### src/rtl/add_seq_pkg.sv
// Shared types and constants for the byte-serial add sequencer.
// Build option: ADD_SEQ_SUB_EN enables the subtract path (see add_seq_ctrl).
package add_seq_pkg;

  localparam int BYTE_W         = 8;
  localparam int DEFAULT_NBYTES = 4;
  localparam int MAX_NBYTES     = 8;
  localparam int IDX_W          = $clog2(MAX_NBYTES);

  typedef enum logic {
    IDLE,
    RUN
  } state_t;

endpackage

### src/rtl/add_seq_ctrl_if.sv
// Requester-side handshake and result bus of the add sequencer.
// Build option: ADD_SEQ_SUB_EN adds the sub request line.
interface add_seq_ctrl_if
  import add_seq_pkg::*;
#(
  parameter int NBYTES = DEFAULT_NBYTES
);

  logic                     start;
  logic [BYTE_W*NBYTES-1:0] a;
  logic [BYTE_W*NBYTES-1:0] b;
  logic                     cin;
`ifdef ADD_SEQ_SUB_EN
  logic                     sub;
`endif
  logic                     busy;
  logic                     done;
  logic [BYTE_W*NBYTES-1:0] sum;
  logic                     cout;
  logic                     ov;

`ifdef ADD_SEQ_SUB_EN
  modport master (output start, a, b, cin, sub, input busy, done, sum, cout, ov);
  modport slave  (input start, a, b, cin, sub, output busy, done, sum, cout, ov);
`else
  modport master (output start, a, b, cin, input busy, done, sum, cout, ov);
  modport slave  (input start, a, b, cin, output busy, done, sum, cout, ov);
`endif

endinterface

### src/rtl/add8bit.sv
// Shared 8-bit ripple adder with carry-out and signed overflow.
module add8bit (
  input  logic [7:0] a,
  input  logic [7:0] b,
  input  logic       cin,
  output logic [7:0] sum,
  output logic       cout,
  output logic       ov
);

  logic [7:0] low;
  logic [1:0] top;

  // Split at the MSB so the carry into bit 7 is visible for overflow.
  assign low  = {1'b0, a[6:0]} + {1'b0, b[6:0]} + {7'b0, cin};
  assign top  = {1'b0, a[7]} + {1'b0, b[7]} + {1'b0, low[7]};
  assign sum  = {top[0], low[6:0]};
  assign cout = top[1];
  assign ov   = top[1] ^ low[7];

endmodule

### src/rtl/add_seq_ctrl.sv
// Byte-serial wide adder: one add8bit shared over NBYTES cycles, LSB first.
// Build option: ADD_SEQ_SUB_EN adds subtract (invert B, carry-in forced to 1).
module add_seq_ctrl
  import add_seq_pkg::*;
#(
  parameter int NBYTES = DEFAULT_NBYTES
) (
  input logic          clk,
  input logic          rst,
  add_seq_ctrl_if.slave bus
);

  localparam int W = BYTE_W * NBYTES;
  localparam logic [IDX_W-1:0] LAST_IDX = IDX_W'(NBYTES - 1);

  state_t            state;
  logic [IDX_W-1:0]  idx;
  logic              c;
  logic [W-1:0]      a_reg;
  logic [W-1:0]      b_reg;
  logic [W-1:0]      res_reg;
  logic [W-1:0]      res_next;
  logic [BYTE_W-1:0] a_byte;
  logic [BYTE_W-1:0] b_byte;
  logic [BYTE_W-1:0] add_sum;
  logic              add_cout;
  logic              add_ov;
`ifdef ADD_SEQ_SUB_EN
  logic              sub_reg;
`endif

  always_comb begin
    a_byte = a_reg[int'(idx)*BYTE_W +: BYTE_W];
`ifdef ADD_SEQ_SUB_EN
    b_byte = b_reg[int'(idx)*BYTE_W +: BYTE_W] ^ {BYTE_W{sub_reg}};
`else
    b_byte = b_reg[int'(idx)*BYTE_W +: BYTE_W];
`endif
    res_next = res_reg;
    res_next[int'(idx)*BYTE_W +: BYTE_W] = add_sum;
  end

  add8bit u_add8bit (
    .a    (a_byte),
    .b    (b_byte),
    .cin  (c),
    .sum  (add_sum),
    .cout (add_cout),
    .ov   (add_ov)
  );

  // The final byte is merged via res_next so sum never shows a partial result.
  always_ff @(posedge clk or posedge rst) begin
    if (rst) begin
      state    <= IDLE;
      idx      <= '0;
      c        <= 1'b0;
      a_reg    <= '0;
      b_reg    <= '0;
      res_reg  <= '0;
`ifdef ADD_SEQ_SUB_EN
      sub_reg  <= 1'b0;
`endif
      bus.busy <= 1'b0;
      bus.done <= 1'b0;
      bus.sum  <= '0;
      bus.cout <= 1'b0;
      bus.ov   <= 1'b0;
    end else begin
      bus.done <= 1'b0;
      case (state)
        IDLE: begin
          if (bus.start) begin
            a_reg    <= bus.a;
            b_reg    <= bus.b;
            idx      <= '0;
            state    <= RUN;
            bus.busy <= 1'b1;
`ifdef ADD_SEQ_SUB_EN
            sub_reg  <= bus.sub;
            c        <= bus.sub | bus.cin;
`else
            c        <= bus.cin;
`endif
          end
        end
        RUN: begin
          res_reg <= res_next;
          c       <= add_cout;
          idx     <= idx + 1'b1;
          if (idx == LAST_IDX) begin
            state    <= IDLE;
            bus.busy <= 1'b0;
            bus.done <= 1'b1;
            bus.sum  <= res_next;
            bus.cout <= add_cout;
            bus.ov   <= add_ov;
          end
        end
        default: state <= IDLE;
      endcase
    end
  end

endmodule
### src/flat_wrapper.sv
// flat-port wrapper written by rule: the top's interface ports become plain ports
module add_seq_ctrl_flat import add_seq_pkg::*;
#(
  parameter int NBYTES = DEFAULT_NBYTES
)
  (clk, rst, bus_start, bus_a, bus_b, bus_cin, bus_busy, bus_done, bus_sum, bus_cout, bus_ov);
  add_seq_ctrl_if #(.NBYTES(NBYTES)) bus_i ();
  input logic clk;
  input logic rst;
  input wire logic [$bits(bus_i.start)-1:0] bus_start;
  input wire logic [$bits(bus_i.a)-1:0] bus_a;
  input wire logic [$bits(bus_i.b)-1:0] bus_b;
  input wire logic [$bits(bus_i.cin)-1:0] bus_cin;
  output wire logic [$bits(bus_i.busy)-1:0] bus_busy;
  output wire logic [$bits(bus_i.done)-1:0] bus_done;
  output wire logic [$bits(bus_i.sum)-1:0] bus_sum;
  output wire logic [$bits(bus_i.cout)-1:0] bus_cout;
  output wire logic [$bits(bus_i.ov)-1:0] bus_ov;
  assign bus_i.start = bus_start;
  assign bus_i.a = bus_a;
  assign bus_i.b = bus_b;
  assign bus_i.cin = bus_cin;
  assign bus_busy = bus_i.busy;
  assign bus_done = bus_i.done;
  assign bus_sum = bus_i.sum;
  assign bus_cout = bus_i.cout;
  assign bus_ov = bus_i.ov;
  add_seq_ctrl #(.NBYTES(NBYTES)) u_core (.clk(clk), .rst(rst), .bus(bus_i));
endmodule
### config.mk
export PLATFORM = sky130hd
export DESIGN_NAME = add_seq_ctrl_flat
export DESIGN_NICKNAME = d
export VERILOG_FILES = /design/src/rtl/add_seq_pkg.sv /design/src/rtl/add_seq_ctrl_if.sv /design/src/rtl/add8bit.sv /design/src/rtl/add_seq_ctrl.sv /design/src/flat_wrapper.sv
export SDC_FILE = /design/constraint.sdc
export NUM_CORES = 1
export LEC_CHECK = 0
export ABC_AREA = 0
export CORE_ASPECT_RATIO = 0.8
export CORE_MARGIN = 10
export CORE_UTILIZATION = 58
export DETAILED_ROUTE_END_ITERATION = 6
export GPL_TIMING_DRIVEN = 0
export PLACE_DENSITY = 0.86
export SETUP_SLACK_MARGIN = 0.15
export SYNTH_ARGS = -nofsm -noshare
export SYNTH_HDL_FRONTEND = slang
export SYNTH_HIERARCHICAL = 1
export SYNTH_SLANG_ARGS = --single-unit
### constraint.sdc
create_clock -name clk -period 9.5 [get_ports clk]
set_clock_uncertainty 0.05 [all_clocks]
set_input_delay 0.95 -clock clk [delete_from_list [all_inputs] [get_ports clk]]
set_output_delay 0.95 -clock clk [all_outputs]
set_load 0.02 [all_outputs]
**Run 1: placed cells, one colour a class**

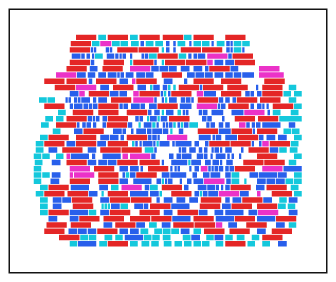
cyan -> remaining buffers and delay cells  # cells 135, share of their area 15%
red -> sequential cells  # cells 137, share of their area 43%
magenta -> clock drivers and dummy loads  # cells 32, share of their area 7.0%
blue -> combinational and other logic  # cells 334, share of their area 35%
Rows: 34
Seq area share: 41.81%

**Run 1: clock wires, drivers and flops**

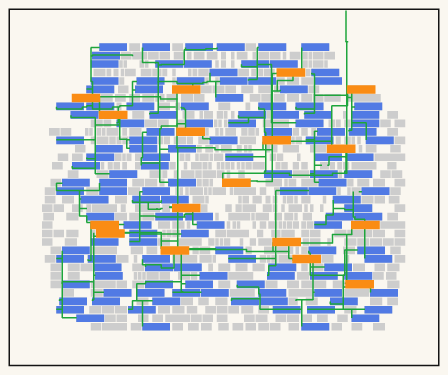
blue -> flip-flops  # count 137
green -> clock wires  # length 1570 µm
orange -> clock drivers  # count 17
routed clock nets = 18

==> impl_metrics.csv, run 1 <==
group,metric,value,unit
routing,avgRoutedWirePerCell,20.44,µm
critical_path,cpMaxStageDelayCell,"clkbuf_1",
clock_network,numCtsBuffers,17,
yosys,ys.warnings.count,6,
floorplan,num_io_pins,104,
sta,setup_violations,0,
finish,register_area,3428,µm²
global_route,antenna_found_initial,0,
clock_network,clock_path_buffers,2,
critical_path,cp_max_fo,10,
critical_path,critPathBufInv,3,
clock_network,cts_num_sinks,137,
clock_network,h-tree-depth,4,
critical_path,path_cells,"clkbuf_1, clkbuf_1, mux4_2, and2_1, ha_1, or4_1, o22ai_1, fa_1, inv_1, nand4_1, a31oi_1",
clock_network,cts_tree,"done",
outcome,outcome,"finished, final reports clean",
critical_path,critical_path_arrival,4.71,ns
yosys,synth.mux.area_fraction,25.68,%
yosys,ys_cells,502,
sta,maxSlewHeadroom,36.85,%
yosys,syn-cell-area,6392,µm²
critical_path,path_class,"register to register",
yosys,ys_seq_share,53.63,%
sta,min_period,4.424,ns
floorplan,coreArea,10810,µm²
critical_path,crit_path_end,"u_core/bus.sum[7]",
flow_run,warnings,27,
yosys,async_flop_share,100.0,%
sta,period_used_share,46.57,%
routing,top_layer,"met4",
floorplan,dieArea,15650,µm²
yosys,top_area_cell,"dfrtp_1",
finish,nets,706,
yosys,yosysUniqueCellTypes,40,
global_route,grt_pass1_vias,4873,
sta,drv_slew,0,
finish,combGateArea,2765,µm²
yosys,synthAdderAreaFrac,2.897,%
yosys,synth_flops,137,
yosys,compound_area_share,6.420,%
routing,wl_met3,1.090,mm
yosys,avgSynthCellArea,12.73,µm²
critical_path,cpPeakStageDelay,0.59,ns
critical_path,required,9.79,ns
yosys,ys_sh_simple,7.712,%
finish,syn2layout_area_growth,28.26,%
global_route,use_met3,5.624,%
clock_network,post-cts-setup-buffers,0,
clock_network,cts_root_buf,"clkbuf_16",
global_route,gr-usage-all-layers,20.98,%
pwr,p_leak,3.515,nW
routing,first_iter_violations,402,
floorplan,die_w,137.4,µm
routing,detail_route.wirelength,15.98,mm
critical_path,r2r-end,"u_core/bus.sum[7]",
**Run 1: I/O pins on the die edge**

Pins as bars across the die edge, other pins in grey.
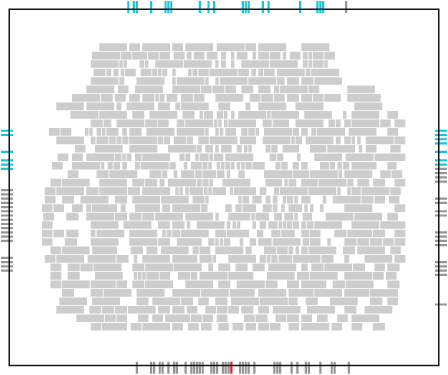
cyan -> bus_sum  # pins 32, direction output, edge 19 north, 7 east, 6 west
red -> bus_busy  # pins 1, direction output, edge south
all pins by edge = 37 south, 24 east, 23 west, 20 north

run 1: area by class of cell:
cell class	instances	area share (%)
well taps	144	2.197
clock inverters	14	1.511
repair buffers	104	12.91
clock buffers	18	5.356
multi-input cells	317	33.73
plain buffers	31	1.648
flip-flops and latches	137	41.81
inverters	17	0.8393
run 1: stage by stage:
stage | hold WS (ns) | instances | power, mW | instance area [µm²] | worst slack [ns]
floorplan | 0.4228 | 502 | 2.225 | 6392 | 4.832
global placement | 0.4190 | 749 | 2.733 | 7604 | 3.293
detailed placement | 0.4246 | 750 | 2.830 | 7636 | 5.168
CTS | 0.4381 | 782 | 3.472 | 8199 | 5.126
global route | 0.4658 | 782 | 3.691 | 8199 | 4.826
finish | 0.4325 | 782 | 3.481 | 8199 | 5.076
run 1: placed cells by master (no fill, tap or decap), types with 17 or more instances in the layout:
cell / n
mux2_2: 88
mux2i_1: 17
nand2_1: 29
clkbuf_16: 17
clkbuf_1: 24
dfrtp_1: 137
nor2_1: 26
o21ai_0: 37
clkdlybuf4s50_1: 103
run 1: synth_stat cells, types with 2 or more instances:
library cell / instances
mux2i_1: 17
and2_1: 16
ha_1: 10
buf_6: 2
buf_1: 2
nor2_1: 26
dfrtp_1: 137
o21ai_0: 37
buf_2: 3
o22ai_1: 2
or4b_1: 2
fa_1: 3
or3_1: 2
nand2_1: 29
a21oi_1: 11
xnor2_1: 3
mux2_4: 8
a31oi_1: 16
nand4b_1: 2
mux2_2: 88
nor2b_1: 4
inv_1: 17
nand4_1: 8
mux4_2: 16
nor3_1: 2
or2_2: 2
clkbuf_1: 24
run 1: power by group:
| group | internal [mW] | switching (mW) |
|---|---|---|
| Sequential | 0.875 | 0.156 |
| Clock | 0.367 | 0.254 |
| Combinational | 0.811 | 1.02 |
| Total | 2.05 | 1.43 |
**Run 1: metal layers overlaid**

Only two layers are drawn.
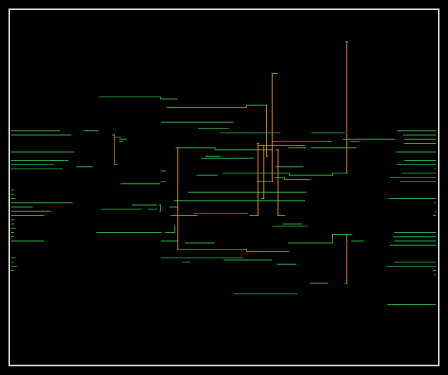

==> run 1 -> run 2 <==
CORE_UTILIZATION = 48   (was 58)
PLACE_DENSITY = 0.76   (was 0.86)
clock period = 3.8 ns   (was 9.5 ns; I/O delays follow)
**Run 2: metal layers overlaid**

Only two layers are drawn.
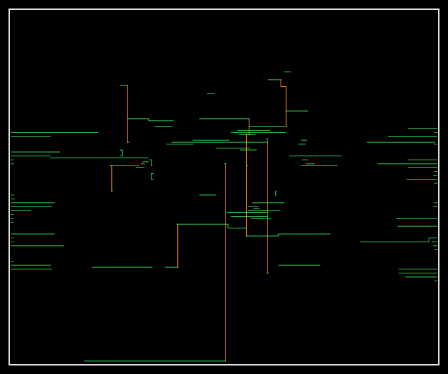
green -> metal 3  # wire length 873 µm
orange -> metal 4  # wire length 218 µm

**Run 2: track usage over the die**

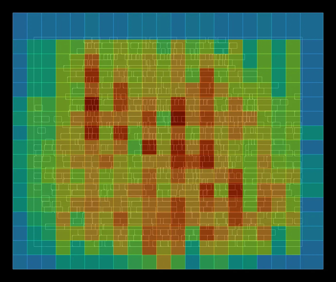
M1 GR Usage: 23.71%
per-cell routed wire length: 19.81 µm

==> impl_metrics.csv, run 2 <==
group,metric,value,unit
outcome,outcome,"finished, final reports clean",
critical_path,critical_path_arrival,3.90,ns
placement,place_area,7706,µm²
critical_path,path_cells,"buf_6, buf_6, mux4_2, and2_1, ha_1, nor2b_1, o31a_1, a21oi_1, nand4_1, a31oi_1",
pwr,p_sw_share,39.99,%
pwr,p_int,5.467,mW
yosys,top_area_cell,"dfrtp_1",
clock_network,cts_root_buf,"clkbuf_16",
clock_network,h-tree-depth,4,
critical_path,cpMaxStageDelayCell,"a21oi_1",
placement,dp.cells,783,
yosys,yosysUniqueCellTypes,40,
pwr,power_switching,3.643,mW
sta,drv_slew,0,
pwr,p_clk,1.74,mW
finish,layout.cells.most_common,"dfrtp_1",
floorplan,num_io_pins,104,
floorplan,dieArea,18360,µm²
global_route,use_met3,5.075,%
critical_path,crit_path_end,"u_core/bus.sum[3]",
critical_path,cp_max_fo,10,
critical_path,required,4.08,ns
yosys,ys_cells,502,
clock_network,cts_num_sinks,137,
sta,min_period,3.623,ns
flow_run,warnings,29,
critical_path,path_class,"register to register",
yosys,synth_flops,137,
sta,setup_violations,0,
sta,worst_slack,0.1773,ns
pwr,p_leak,3.596,nW
pwr,power.group.top,"combinational cells",
global_route,antenna_found_initial,0,
critical_path,cpPeakStageDelay,0.79,ns
global_route,grt_pass1_vias,4881,
==> run 2: worst reg2reg max path: cells and delay by family, from the launching register on <==
family                   cells  cell delay, ns
AND-OR/OR-AND                3            1.33
AND/OR/NAND/NOR              3            0.60
multiplexers                 1            0.57
flip-flops                   1            0.38
buffers and inverters        2            0.34
adder cells (fa/ha/maj)      1            0.29
==> run 2: logic make-up after synthesis <==
kind of cell	Yosys count	synth area share, %
and+or+nand+nor	98	7.712
DFF	137	53.63
buffers and inverters	48	3.112
AOI/OAI and AO/OA	73	6.420
xor gates and xnor gates	4	0.5482
muxes	129	25.68
adders and majority gates	13	2.897
==> run 2: timing repair <==
item                       in CTS  in global routing
resized                         9                  9
pin swaps                       0                  2
setup endpoints to repair      53                 27
hold buffers                    0                  0
gates cloned                    0                  0
==> run 2: cell type report <==
| cell class | instances | area (µm²) |
|---|---|---|
| Inverter | 17 | 67.56 |
| Sequential cell | 137 | 3428 |
| Timing Repair Buffer | 106 | 1091 |
| Multi-Input combinational cell | 317 | 2811 |
| Fill cell | 969 | 4562 |
| Clock inverter | 11 | 170.2 |
| Buffer | 31 | 152.6 |
| Clock buffer | 21 | 460.4 |
| Tap cell | 175 | 219.0 |
==> run 2: how the worst min path moves through the flow <==
stage | from | endpoint | slack, ns | cells after the start
after floorplan | bus_start | u_core/idx[1] | 0.42 | 1
after global placement | u_core/bus.sum[8] | u_core/bus.sum[8] | 0.42 | 2
after detailed placement | u_core/bus.sum[14] | u_core/bus.sum[14] | 0.42 | 2
after CTS | rst | u_core/bus.cout | 0.37 | 2
after global routing | rst | u_core/bus.cout | 0.42 | 2
final | rst | u_core/bus.cout | 0.36 | 2
==> run 2: metal layers <==
metal	vias to the layer above	part of all wire [%]
met3	19	5.4
li1	2041	-
met5	-	0
met2	137	49
met4	0	1.3
met1	2303	45
**Run 2: clock wires, drivers and flops**

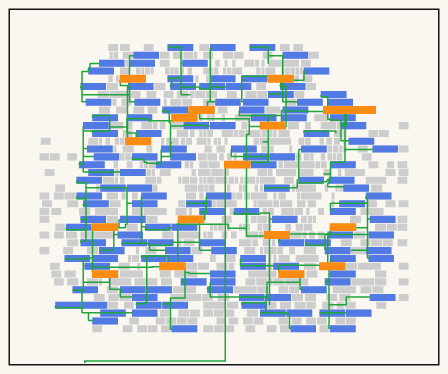

==> run 2 -> run 3 <==
CAP_MARGIN = 40   (was default)
**Run 3: clock wires, drivers and flops**

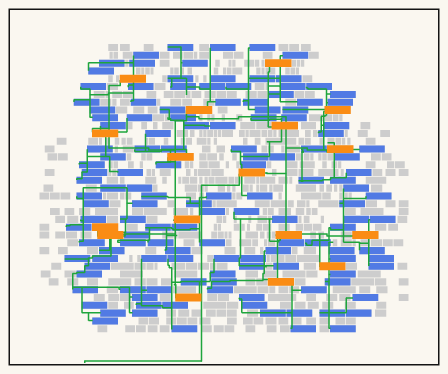
orange -> clock drivers  # count 17
green -> clock wires  # length 1630 µm
blue -> flip-flops  # count 137
routed clock nets = 18

**Run 3: metal layers overlaid**

Only two layers are drawn.
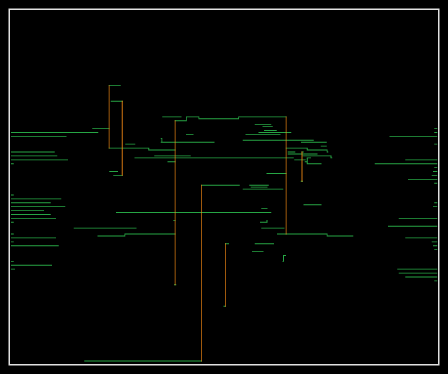
orange -> metal 4  # wire length 239 µm
green -> metal 3  # wire length 948 µm
final wirelength: 16.47 mm
GRT Total Usage: 18.61%
per-cell routed wire length: 20.21 µm

==> impl_metrics.csv, run 3 <==
group,metric,value,unit
outcome,outcome,"finished, final reports clean",
pwr,p_leak,3.549,nW
yosys,top_cells_by_count,"dfrtp_1, mux2_2, o21ai_0, nand2_1, nor2_1",
floorplan,die.size.y,123.2,µm
finish,final_area,8328,µm²
pwr,power_frac_comb,54.3,%
yosys,yosysUniqueCellTypes,40,
yosys,top_cells_by_area,"dfrtp_1, mux2_2, mux4_2, o21ai_0, mux2i_1",
routing,first_iter_violations,291,
finish,layout.cells.most_common,"dfrtp_1",
pwr,pwr-share-clk,16.8,%
yosys,ys_cells,502,
pwr,power_switching,3.685,mW
finish,instances_no_fill,815,
global_route,grt_max_degree,42,
critical_path,r2r-start,"u_core/idx[0]",
global_route,grt_pass1_vias,4954,
sta,setup_violations,0,
critical_path,cp-end-kind,"register",
clock_network,cts_tree,"done",
floorplan,fp_util,49.31,%
sta,min_period,3.586,ns
worst_hold_path,hp-class,"input port to async pin",
critical_path,path_class,"register to register",
placement,gp_congestion,0.8318,
sta,final_hold_viol_count,0,
clock_network,post_cts_resized,12,
placement,pre_cts_slack,-0.5960,ns
yosys,top_cell,"dfrtp_1",
placement,place_area,7706,µm²
critical_path,cpMaxStageDelayCell,"or4_1",
sta,maxSlewHeadroom,39.94,%
pwr,p_int,5.285,mW
finish,mostFrequentLayoutCells,"dfrtp_1, clkdlybuf4s50_1, mux2_2",
critical_path,startpoint,"u_core/idx[0]",
flow_run,warnings,29,
clock_network,post-cts-setup-buffers,0,
clock_network,clock_path_buffers,2,
clock_network,h-tree-depth,4,
yosys,xor_share,0.5481,%
global_route,overflow,0,
yosys,ys_top_logic_family,"multiplexers",
clock_network,numCtsBuffers,17,
floorplan,die_w,149.0,µm
yosys,synth_flops,137,
global_route,antenna_found_initial,1,
yosys,ys.warnings.count,6,
finish,syn2layout_area_growth,30.28,%
global_route,grt_pass1_wl,26.55,mm
yosys,ys_seq_share,53.63,%
yosys,compound_area_share,6.420,%
pwr,p_seq_share,28.8,%
floorplan,coreArea,12960,µm²
floorplan,num_io_pins,104,
clock_network,cts_root_buf,"clkbuf_16",
pwr,p_sw_share,41.09,%
yosys,avgSynthCellArea,12.73,µm²
clock_network,ctsHoldBuffers,0,
yosys,synthAdderAreaFrac,2.897,%
routing,vias,4544,
critical_path,required,4.09,ns
critical_path,critical_path_arrival,3.87,ns
floorplan,rows,37,
finish,nets,708,
sta,holdWs,0.3626,ns
pwr,power.density,1077,nW/µm²
sta,drv_slew,0,
pwr,power,8.970,mW
critical_path,cpPeakStageDelay,0.62,ns
sta,grt_setup_unrepaired,"yes",
placement,dp.cells,783,
yosys,synth.mux.area_fraction,25.68,%
clock_network,cts_num_sinks,137,
finish,fillers,967,
critical_path,path_cells,"buf_6, clkbuf_4, mux4_2, and2_1, ha_1, or4_1, o22ai_4, fa_1, inv_2, nand4_1, a31oi_1",
yosys,synth_nets,583,
routing,ant_nets,0,
critical_path,cp_max_fo,10,
floorplan,dieArea,18360,µm²
sta,period_used_share,94.36,%
yosys,ys_sh_simple,7.712,%
sta,worst_slack,0.2143,ns
yosys,syn-cell-area,6392,µm²
yosys,async_flop_share,100.0,%
placement,portBuffers,103,
yosys,top_area_cell,"dfrtp_1",
[run 3: final timing paths]
check                                     endpoint  cells past startpoint  slack (ns)
min in group clk                u_core/bus.sum[11]                      2        0.42
worst max register to register   u_core/bus.sum[7]                     11        0.21
worst min register to register  u_core/bus.sum[11]                      2        0.42
worst min-delay path               u_core/bus.cout                      2        0.36
max in group asynchronous       u_core/res_reg[16]                      4        2.46
worst max-delay path             u_core/bus.sum[7]                     11        0.21
[run 3: cell type report]
| class | instances | area [µm²] | area share [%] |
|---|---|---|---|
| tap | 175 | 219.0 | 2.629 |
| timing repair buffer | 106 | 1091 | 13.10 |
| inverter | 17 | 67.56 | 0.8113 |
| sequential | 137 | 3428 | 41.17 |
| clock buffer | 23 | 467.9 | 5.619 |
| clock inverter | 8 | 72.57 | 0.8714 |
| multi-input combinational | 317 | 2823 | 33.89 |
| buffer | 31 | 156.4 | 1.878 |
| antenna | 1 | 2.502 | 0.03005 |
[run 3: worst max-delay path: cells and delay by family (launching register included)]
family,cells,cell delay [ns]
AND-OR/OR-AND,2,0.39
adder cells (fa/ha/maj),2,0.71
buffers and inverters,3,0.53
flip-flops,1,0.37
multiplexers,1,0.52
AND/OR/NAND/NOR,3,0.91
[run 3: power groups by stage]
stage,registers (mW),logic [mW],clock network [mW]
2_1_floorplan,2.68,2.89,0
3_3_place_gp,2.54,4.35,0
3_5_place_dp,2.60,4.53,0
4_1_cts,2.58,4.72,1.53
5_1_grt,2.66,5.22,1.61
6_report,2.59,4.87,1.51
[run 3: routing by layer]
metal / vias to the layer above / GRT usage (%) / wire length (µm)
met2: 135 / 30.44 / 8125
met5: - / 0 / 0
li1: 2047 / - / -
met1: 2341 / 22.74 / 7161
met4: 0 / 7.222 / 238
met3: 21 / 5.842 / 948
Power is estimated from default activity; no workload was simulated.
